**src/rtl/output_rr_arbiter.sv**
```systemverilog
// rtl/output_rr_arbiter.sv - round-robin output-port arbiter with per-packet lock
//
// Purpose:
//   Arbitrates one output port among NUMBER_CHANNELS input channels. A winner is
//   picked round-robin starting at ptr. The arbiter then holds that grant for the
//   whole packet, until a flit flagged end-of-packet is actually transferred.
//   After each release the arbiter spends one cycle idle, and the channel after the
//   releasing one becomes the highest priority.
//
// Ports:
//   clk   in   clock, all state changes on the rising edge
//   rst   in   synchronous active-high reset
//   req   in   [N] per-channel request for this output
//   rok   in   [N] per-channel input FIFO not empty
//   eop   in   [N] per-channel head flit is end-of-packet
//   wok   in   downstream can accept a flit this cycle
//   gnt   out  [N] registered one-hot grant, zero when idle
//   sel   out  [N] registered one-hot switch select, always equal to gnt
//   rd    out  [N] combinational FIFO pop: gnt & rok & wok
//   busy  out  registered, high while a channel holds the lock

module output_rr_arbiter #(
   parameter int NUMBER_CHANNELS = 5
) (
   input  logic                       clk,
   input  logic                       rst,
   input  logic [NUMBER_CHANNELS-1:0] req,
   input  logic [NUMBER_CHANNELS-1:0] rok,
   input  logic [NUMBER_CHANNELS-1:0] eop,
   input  logic                       wok,
   output logic [NUMBER_CHANNELS-1:0] gnt,
   output logic [NUMBER_CHANNELS-1:0] sel,
   output logic [NUMBER_CHANNELS-1:0] rd,
   output logic                       busy
);

   localparam int PW = (NUMBER_CHANNELS > 1) ? $clog2(NUMBER_CHANNELS) : 1;

   typedef enum logic {
      ST_IDLE   = 1'b0,
      ST_LOCKED = 1'b1
   } state_t;

   state_t                     state_q, state_d;
   logic [NUMBER_CHANNELS-1:0] gnt_q, gnt_d;
   logic [PW-1:0]              ptr_q, ptr_d;
   logic [PW-1:0]              owner_q, owner_d;
   logic                       busy_q, busy_d;

   logic                       win_found;
   logic [PW-1:0]              win_idx;
   logic                       xfer_eop;
   logic [PW-1:0]              owner_next;

   // Only the granted channel can ever be popped, because rd is masked by gnt.
   assign rd   = gnt_q & rok & {NUMBER_CHANNELS{wok}};
   assign gnt  = gnt_q;
   assign sel  = gnt_q;
   assign busy = busy_q;

   // An end-of-packet flit leaves only when it is actually popped. Because rd is
   // already masked by the grant, eop on non-granted channels is ignored here.
   assign xfer_eop = |(rd & eop);

   // The channel after the owner becomes the highest priority, with wrap to 0.
   assign owner_next = (int'(owner_q) == NUMBER_CHANNELS - 1) ? '0 : owner_q + PW'(1);

   // Rotating priority search: scan ptr, ptr+1, ... modulo N and take the first
   // requester. The index is reduced by one conditional subtract instead of a
   // general modulo, because ptr + off is always below 2*N.
   always_comb begin
      int idx;
      win_found = 1'b0;
      win_idx   = '0;
      idx       = 0;
      for (int off = 0; off < NUMBER_CHANNELS; off++) begin
         idx = int'(ptr_q) + off;
         if (idx >= NUMBER_CHANNELS) begin
            idx = idx - NUMBER_CHANNELS;
         end
         if (!win_found && req[idx]) begin
            win_found = 1'b1;
            win_idx   = PW'(idx);
         end
      end
   end

   always_comb begin
      state_d = state_q;
      gnt_d   = gnt_q;
      ptr_d   = ptr_q;
      owner_d = owner_q;
      unique case (state_q)
         ST_IDLE: begin
            if (win_found) begin
               gnt_d          = '0;
               gnt_d[win_idx] = 1'b1;
               owner_d        = win_idx;
               state_d        = ST_LOCKED;
            end
         end
         ST_LOCKED: begin
            // The lock ignores req entirely. Only a popped eop flit ends it.
            if (xfer_eop) begin
               gnt_d   = '0;
               ptr_d   = owner_next;
               state_d = ST_IDLE;
            end
         end
         default: begin
            state_d = ST_IDLE;
            gnt_d   = '0;
         end
      endcase
      busy_d = (state_d == ST_LOCKED);
   end

   always_ff @(posedge clk) begin
      if (rst) begin
         state_q <= ST_IDLE;
         gnt_q   <= '0;
         ptr_q   <= '0;
         owner_q <= '0;
         busy_q  <= 1'b0;
      end else begin
         state_q <= state_d;
         gnt_q   <= gnt_d;
         ptr_q   <= ptr_d;
         owner_q <= owner_d;
         busy_q  <= busy_d;
      end
   end

endmodule

```
**config.mk**
```make
export PLATFORM = sky130hd
export DESIGN_NAME = output_rr_arbiter
export DESIGN_NICKNAME = d
export VERILOG_FILES = /design/src/rtl/output_rr_arbiter.sv
export SDC_FILE = /design/constraint.sdc
export NUM_CORES = 1
export LEC_CHECK = 0
export CAP_MARGIN = 40
export CELL_PAD_IN_SITES_DETAIL_PLACEMENT = 0
export CELL_PAD_IN_SITES_GLOBAL_PLACEMENT = 1
export CORE_UTILIZATION = 39
export CTS_CLUSTER_DIAMETER = 120
export DETAILED_ROUTE_END_ITERATION = 10
export PLACE_DENSITY_LB_ADDON = 0.1
export SYNTH_ARGS = -nofsm -noshare
export SYNTH_HDL_FRONTEND = slang
export SYNTH_SLANG_ARGS = --single-unit
```
**constraint.sdc**
```tcl
create_clock -name clk -period 4.75 [get_ports clk]
set_input_delay 1.1875 -clock clk [delete_from_list [all_inputs] [get_ports clk]]
set_output_delay 1.1875 -clock clk [all_outputs]
set_load 0.01 [all_outputs]
```
==> impl_metrics.yaml, run 1 <==
# yosys + openroad results
global_route:
  grt_pass1_wl_um: 8666
  overflow: 0
  grt_util_all_layers_pct: 21.38
  use_met3_pct: 3.276
  grt_pass1_vias: 1771
  busiest_layer: "met2"
power_and_ir_drop:
  p_leak_nw: 0.9363
  power_switching_uw: 128.9
  powerClk_uw: 110
  p_comb_share_pct: 42.1
  power_density_nw_per_um2: 173.3
  sw_frac_of_total_pct: 33.23
clock_tree:
  cts_hold_buffers: 0
  h-tree-depth: 1
  cts_root_buf: "clkbuf_8"
  clk_pin_slew_ns: 0.05
  post_cts_buffers: 0
detailed_routing:
  wirelength_met1_um: 2547
  wl_met2_um: 2404
  routed.top_layer: "met4"
  drtIter0Drc: 108
  drtPass1Iterations: 7
  detail-route-antenna-nets: 0
  drc: 3
flow_run:
  warning_count: 37
  cap_violations: 0
yosys:
  ys_async_sr_fraction_pct: 0
  synth_cells: 235
  top_cell_area_share_pct: 12.92
  synth_cell_types: 67
  syn_nets: 268
  ys_sh_simple_pct: 27.19
  ys_seq_share_pct: 12.92
  top_logic_kind: "AND-OR/OR-AND gates"
  aoi_share_pct: 35.80
  synth_warnings: 0
  ys_area_um2: 1859
  synthAdderAreaFrac_pct: 10.09
  ys_ff: 12
  yosysMostFrequentCell: "nand2_1"
  common_cells: "17 x nand2_1, 15 x ha_1, 13 x nor2_1"
  ys_sh_mux_pct: 4.240
finish:
  n_all_buffers: 36
  flop_area_um2: 240.2
  area_growth_pct: 20.39
  seq_cells: 12
  layout_top_cell: "clkdlybuf4s50_1"
  inv_count: 12
  n_clock_buffer: 4
  lay_top_cells: "33 x clkdlybuf4s50_1, 17 x nand2_1, 15 x ha_1"
  comb_cells: 198
  logic_area_um2: 1480
place:
  port_buffers: 33
  placement.setup.worst_slack_ns: 0.7620
critical_path:
  startpoint_type: "input pin"
  worstSetupPathType: "in2reg"
  cp_data_arrival_time_ns: 3.90
  endpoint_kind: "register"
  crit_family: "AND-OR/OR-AND gates"
sta:
  rsz0062_at_grt: "no"
  fmax_ghz: 0.2663
  holdWs_ns: 0.5102
  finClkSkew_ns: 0.002018
  setup_viol: 0
  worstMarginPinSlew_ns: 0.5534
floorplan:
  die_w_um: 71.05
  rows: 24
  taps: 52
  dieArea_um2: 5047
  ios: 34
outcome:
  status: "finished with violations"
  violations: "design-rule violations"
run 1: registers in the layout (all words and copies together), names as in the netlist:
| register | cells |
|---|---|
| owner_q | 3 |
| busy | 1 |
| ptr_q | 3 |
| gnt | 5 |
run 1: path summary, 6_finish.rpt:
kind / from / end / slack [ns] / cells past startpoint
min: gnt[0] / gnt[0] / 0.51 / 2
min reg2reg: gnt[0] / gnt[0] / 0.51 / 2
max: req[3] / gnt[0] / 0.99 / 9
max reg2reg: ptr_q[1] / gnt[1] / 1.12 / 10
run 1: stage by stage:
step / total power, mW / area, µm² / cells
6_report: 0.3880 / 2238 / 314
4_1_cts: 0.3916 / 2238 / 314
3_3_place_gp: 0.2809 / 2183 / 310
3_5_place_dp: 0.2805 / 2183 / 310
5_1_grt: 0.4150 / 2238 / 314
2_1_floorplan: 0.2265 / 1859 / 235
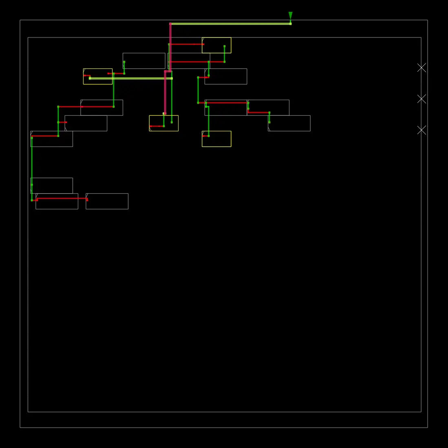
run_1/clocks.png
CTS buffer count: 3
# clock sinks: 12

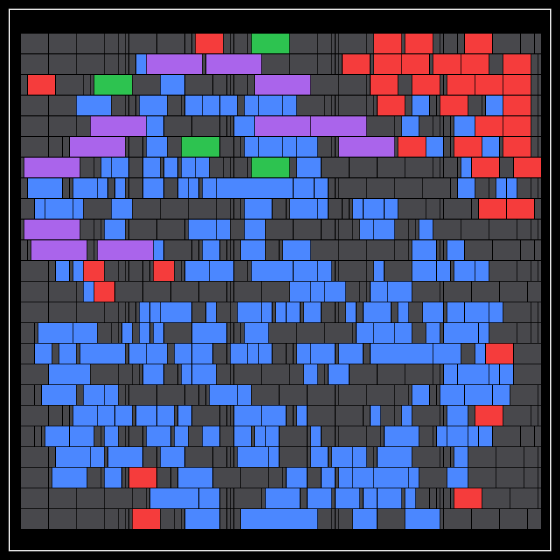
run_1/placement_by_type.png
Fill, decap, tap and diode cells in grey.
[other buffers and delay cells] red | cells: 36
[flops] purple | cells: 12
[combinational and other logic] blue | cells: 210
[clock drivers and dummy loads] green | cells: 4
CORE AREA: 4474 µm²
Seq area share: 10.73%

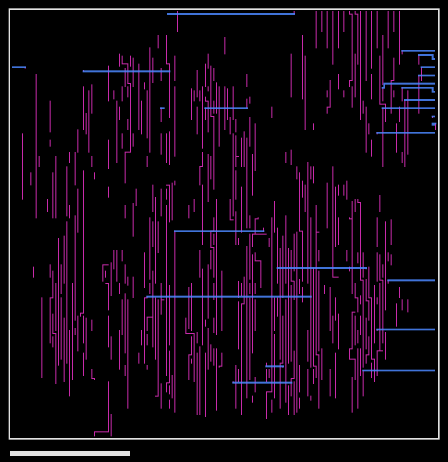
run_1/wires.png
The bar under the picture is 20 µm long. Only two layers are drawn.
[metal 2] magenta | wire length: 2400 µm
[metal 3] blue | wire length: 194 µm
wirelength, routed: 5161 µm
DR vias: 1852
drt wl/cell: 16.44 µm

==> run 2, diff against run 1 <==
==> constraint.sdc (replaced) <==
create_clock -name clk -period 3.8 [get_ports clk]
set_input_delay 0.95 -clock clk [delete_from_list [all_inputs] [get_ports clk]]
set_output_delay 0.95 -clock clk [all_outputs]
set_load 0.01 [all_outputs]
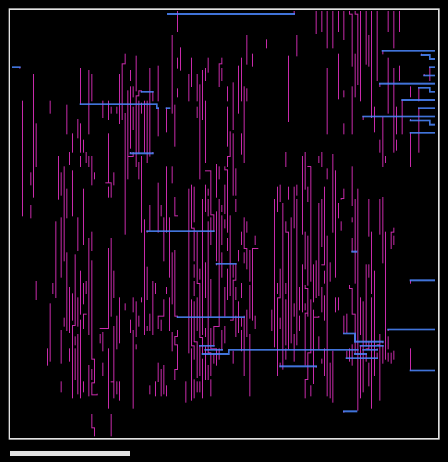
run_2/wires.png
The bar under the picture is 20 µm long. Only two layers are drawn.
drt wl/cell: 16.33 µm
DR vias: 1905
wirelength, routed: 5209 µm
GRT Overall Usage: 21.73%

==> impl_metrics.yaml, run 2 <==
# yosys + openroad results
outcome:
  status: "finished with violations"
  violations: "design-rule violations"
finish:
  fin_nets: 302
  largest_register_ffs: 5
  layout-drive-gt1-share_pct: 11.24
  final_util_pct: 50.73
  antenna_cells: 0
  layout_top_cell: "clkdlybuf4s50_1"
  final_cell_area_um2: 2270
  lay_top_cells: "33 x clkdlybuf4s50_1, 17 x nand2_1, 15 x ha_1"
  final_cells: 319
  nFillCells: 450
  area_growth_pct: 22.07
yosys:
  ys_ff: 12
  aoi_share_pct: 35.80
  ys_sh_simple_pct: 27.19
  syn_area_per_cell_um2: 7.912
  synth_warnings: 0
  yosysCellCount: 235
  ys_async_sr_fraction_pct: 0
  synthAdderAreaFrac_pct: 10.09
  area_leaders: "dfxtp_1 13%, ha_1 10%, nand2_1 3.4%, a21oi_1 3.2%, nand2b_1 3.0%"
  ys.flop_type: "dfxtp_1"
  synth_cell_types: 67
  top_cell_area_share_pct: 12.92
  top_logic_kind: "AND-OR/OR-AND gates"
  ys_sh_mux_pct: 4.240
  syn_nets: 268
  yosys.area.top_type: "dfxtp_1"
  synth-xor-area-share_pct: 2.288
  common_cells: "17 x nand2_1, 15 x ha_1, 13 x nor2_1"
  ys_seq_share_pct: 12.92
  synth_cells: 235
  yosysMostFrequentCell: "nand2_1"
  ys_area_um2: 1859
  edf_count: 0
power_and_ir_drop:
  power_density_nw_per_um2: 205.2
  power_switching_uw: 160.4
  p_seq_share_pct: 31.0
  powerClk_uw: 112
  ir_drop_uv: 156.1
  maxPowerGroup: "combinational logic"
  power_combinational_uw: 210
  p_int_uw: 305.4
  pg_seq_uw: 144
  p_leak_nw: 0.9579
  p_total_uw: 465.8
  p_comb_share_pct: 45.0
  power.share.clock_pct: 24.0
  sw_frac_of_total_pct: 34.43
sta:
  final.setup.tns_ns: 0
  holdWs_ns: 0.5085
  finClkSkew_ns: 0.0008597
  min_period_ns: 3.499
  max-slew-margin-rel_pct: 58.05
  fmax_ghz: 0.2858
  worstMarginPinSlew_ns: 0.6239
  setup_viol: 0
  fin_ws_ns: 0.3014
  post-route-period-util_pct: 92.07
  drv_slew: 0
  timing.final.hold_violations: 0
  rsz0062_at_grt: "no"
detailed_routing:
  drtIter0Drc: 125
  detail-route-antenna-nets: 0
  drc: 6
  via_per_inst: 5.972
  drtPass1Iterations: 7
critical_path:
  cp_slowest_stage_delay_ns: 0.46
  cp_data_arrival_time_ns: 3.63
  cp.required_ns: 3.93
  r2r_setup_slack_ns: 0.30
  crit_chain: "inv_1 > ha_1 > inv_1 > ha_1 > inv_1 > o211a_1 > or2_2 > and4_1 > a31o_2 > nor3_2 > a221oi_1 > o41ai_1"
  worstSetupPathType: "reg2reg"
  timing.critical_path.depth: 12
  startpoint_type: "register"
  worst_r2r_endpoint: "gnt[1]"
  critPathMaxFanout: 10
  endpoint_kind: "register"
  worst-path-buf-inv: 3
  r2r_cells: 12
  cp_slowest_cell: "ha_1"
  r2r_start: "ptr_q[1]"
  path_common_cell: "inv_1"
  cp-endpoint: "gnt[1]"
  startpoint: "ptr_q[1]"
  crit_family: "AND-OR/OR-AND gates"
place:
  port_buffers: 33
  placement.setup.worst_slack_ns: 0.1698
  dp_hpwl_um: 4134
  gp_congestion: 0.8546
  dp.cells: 316
  placed_area_um2: 2228
global_route:
  grt_max_degree: 35
  grt_pass1_vias: 1813
  overflow: 0
  antenna_found_initial: 0
  grt_pass1_wl_um: 8694
clock_tree:
  h-tree-depth: 1
  cts_hold_buffers: 0
  cts.sinks: 12
  clk_latency_ns: 0.23
  cts_root_buf: "clkbuf_8"
  cts_tree: "done"
  cts_buffer_depth: 2
  post_cts_buffers: 0
  cts.repair.resized: 0
  cts_inserted_buffers: 3
  clk_pin_slew_ns: 0.05
worst_hold_path:
  hold_path.class: "reg2reg"
  min_delay_path_depth: 2
  whs_endpoint: "gnt[0]"
  hold_start: "gnt[0]"
flow_run:
  cap_violations: 0
  warning_count: 37
floorplan:
  ios: 34
  die_w_um: 71.05
  dieArea_um2: 5047
  core-area_um2: 4474
  die_h_um: 71.05
  fp_util_pct: 41.55
  rows: 24
[run 2: cell types whose count changed in the layout (fill, tap and decap cells not counted)]
| cell | previous run | this run |
|---|---|---|
| clkbuf_8 | 4 | 3 |
| buf_4 | 3 | 9 |
[run 2: area by class of cell]
| cell class | count | area, µm² | area share, % |
|---|---|---|---|
| inverter | 12 | 45.04 | 1.985 |
| clock buffer | 3 | 41.29 | 1.819 |
| timing repair buffer | 42 | 397.9 | 17.53 |
| tap | 52 | 65.06 | 2.867 |
| multi-input combinational | 198 | 1480 | 65.21 |
| sequential | 12 | 240.2 | 10.58 |
[run 2: layer usage]
metal	global-route usage, %	wire [µm]	vias to the layer above
met3	2.849	196	4
met4	3.111	42	0
li1	-	-	964
met1	30.68	2592	884
met5	0	0	-
met2	36.11	2377	53
==> run 3, diff against run 2 <==
--- a/config.mk
+++ b/config.mk
@@ -11,7 +11,8 @@
 export CORE_UTILIZATION = 39
 export CTS_CLUSTER_DIAMETER = 120
 export DETAILED_ROUTE_END_ITERATION = 10
-export PLACE_DENSITY_LB_ADDON = 0.1
+export PLACE_DENSITY = 0.84
 export SYNTH_ARGS = -nofsm -noshare
 export SYNTH_HDL_FRONTEND = slang
 export SYNTH_SLANG_ARGS = --single-unit
+export TNS_END_PERCENT = 10
==> constraint.sdc (replaced) <==
create_clock -name clk -period 3.5 [get_ports clk]
set_input_delay 0.875 -clock clk [delete_from_list [all_inputs] [get_ports clk]]
set_output_delay 0.875 -clock clk [all_outputs]
set_load 0.01 [all_outputs]
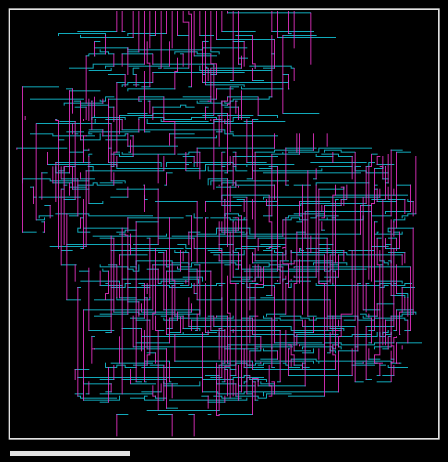
run_3/wires.png
The bar under the picture is 20 µm long. Only two layers are drawn.
drt wl/cell: 15.76 µm
GRT Overall Usage: 21.47%
wirelength, routed: 5155 µm

==> impl_metrics.yaml, run 3 <==
# yosys + openroad results
yosys:
  ys_area_um2: 1859
  synth_cells: 235
  ys.flop_type: "dfxtp_1"
  synthAdderAreaFrac_pct: 10.09
  ys_sh_simple_pct: 27.19
  yosysMostFrequentCell: "nand2_1"
  ys_sh_mux_pct: 4.240
  synth_cell_types: 67
  common_cells: "17 x nand2_1, 15 x ha_1, 13 x nor2_1"
  ys_ff: 12
  yosysCellCount: 235
  ys_seq_share_pct: 12.92
  yosys.area.top_type: "dfxtp_1"
finish:
  lay_top_cells: "33 x clkdlybuf4s50_1, 17 x nand2_1, 17 x buf_4"
  final_cell_area_um2: 2342
  inv_count: 12
  layout-drive-gt1-share_pct: 14.55
  sh_seq_area_pct: 10.26
  antenna_cells: 0
  flop_area_um2: 240.2
  nFillCells: 441
  n_clock_buffer: 3
  n_all_buffers: 50
  largest_class: "combinational gates"
  fin_nets: 310
  largest_register_ffs: 5
flow_run:
  warning_count: 37
outcome:
  status: "completed"
critical_path:
  startpoint: "req[0]"
  cp_slowest_cell: "clkdlybuf4s50_1"
  endpoint_kind: "register"
  startpoint_type: "input pin"
  cp-endpoint: "gnt[1]"
  crit_chain: "clkdlybuf4s50_1 > nor3_1 > a31o_1 > a211o_1 > o21ai_1 > and4b_1 > a221o_1 > a21o_1 > o41ai_1"
  worst_r2r_endpoint: "gnt[1]"
  crit_family: "AND-OR/OR-AND gates"
  r2r_start: "ptr_q[0]"
  worstSetupPathType: "in2reg"
sta:
  min_period_ns: 3.276
  fin_ws_ns: 0.2241
  max-slew-margin-rel_pct: 59.93
  worstMarginPinSlew_ns: 0.5960
  final.setup.tns_ns: 0
  holdWs_ns: 0.5152
  drv_slew: 0
  fmax_ghz: 0.3053
  rsz0062_at_grt: "no"
floorplan:
  dieArea_um2: 5047
  taps: 52
  core-area_um2: 4474
  rows: 24
  fp_util_pct: 41.55
  die_w_um: 71.05
  die_h_um: 71.05
  ios: 34
power_and_ir_drop:
  power_switching_uw: 176.5
  maxPowerGroup: "combinational logic"
  power_combinational_uw: 238
  powerClk_uw: 122
  p_total_uw: 516.6
  sw_frac_of_total_pct: 34.17
  power.share.clock_pct: 23.7
  power_density_nw_per_um2: 220.6
  p_int_uw: 340.1
  ir_drop_uv: 350.1
  p_seq_share_pct: 30.3
clock_tree:
  post_cts_buffers: 0
  cts.sinks: 12
  cts_tree: "done"
  cts_root_buf: "clkbuf_8"
  clk_pin_slew_ns: 0.05
global_route:
  grt_pass1_vias: 1842
  grt_pass1_wl_um: 8811
  antenna_found_initial: 0
  overflow: 0
detailed_routing:
  drtPass1Iterations: 4
  drtIter0Drc: 99
  via_per_inst: 5.881
  vias: 1923
place:
  gp_congestion: 0.8290
  port_buffers: 33
worst_hold_path:
  min_delay_path_depth: 2
  hold_start: "gnt[0]"
  hold_path.class: "reg2reg"
==> run 3: tightest hold or removal path, stage by stage, from the launching register on <==
cell	delay, ns
dfxtp_1	0.33
nand3_1	0.07
o41ai_1	0.06
==> run 3: what timing repair did <==
action / 4_1_cts / 5_1_grt
resized: 0 / 2
hold buffers: 0 / 0
endpoints found under the setup margin: 0 / 1
==> run 3: layer usage <==
| metal | track usage [%] | wire length [µm] | vias to the layer above |
|---|---|---|---|
| met5 | 0 | 0 | - |
| met4 | 1.333 | 0 | 0 |
| met3 | 2.707 | 221 | 0 |
| met2 | 34.83 | 2361 | 48 |
| met1 | 31.77 | 2572 | 904 |
| li1 | - | - | 971 |
==> run 3: metrics by stage <==
step                instances  util [%]
floorplan                 235         -
global placement          324     51.15
detailed placement        324     51.15
CTS                       327     52.07
global route              327     52.35
finish                    327     52.35
No activity file was given, so power comes from the tool's default toggle rates.
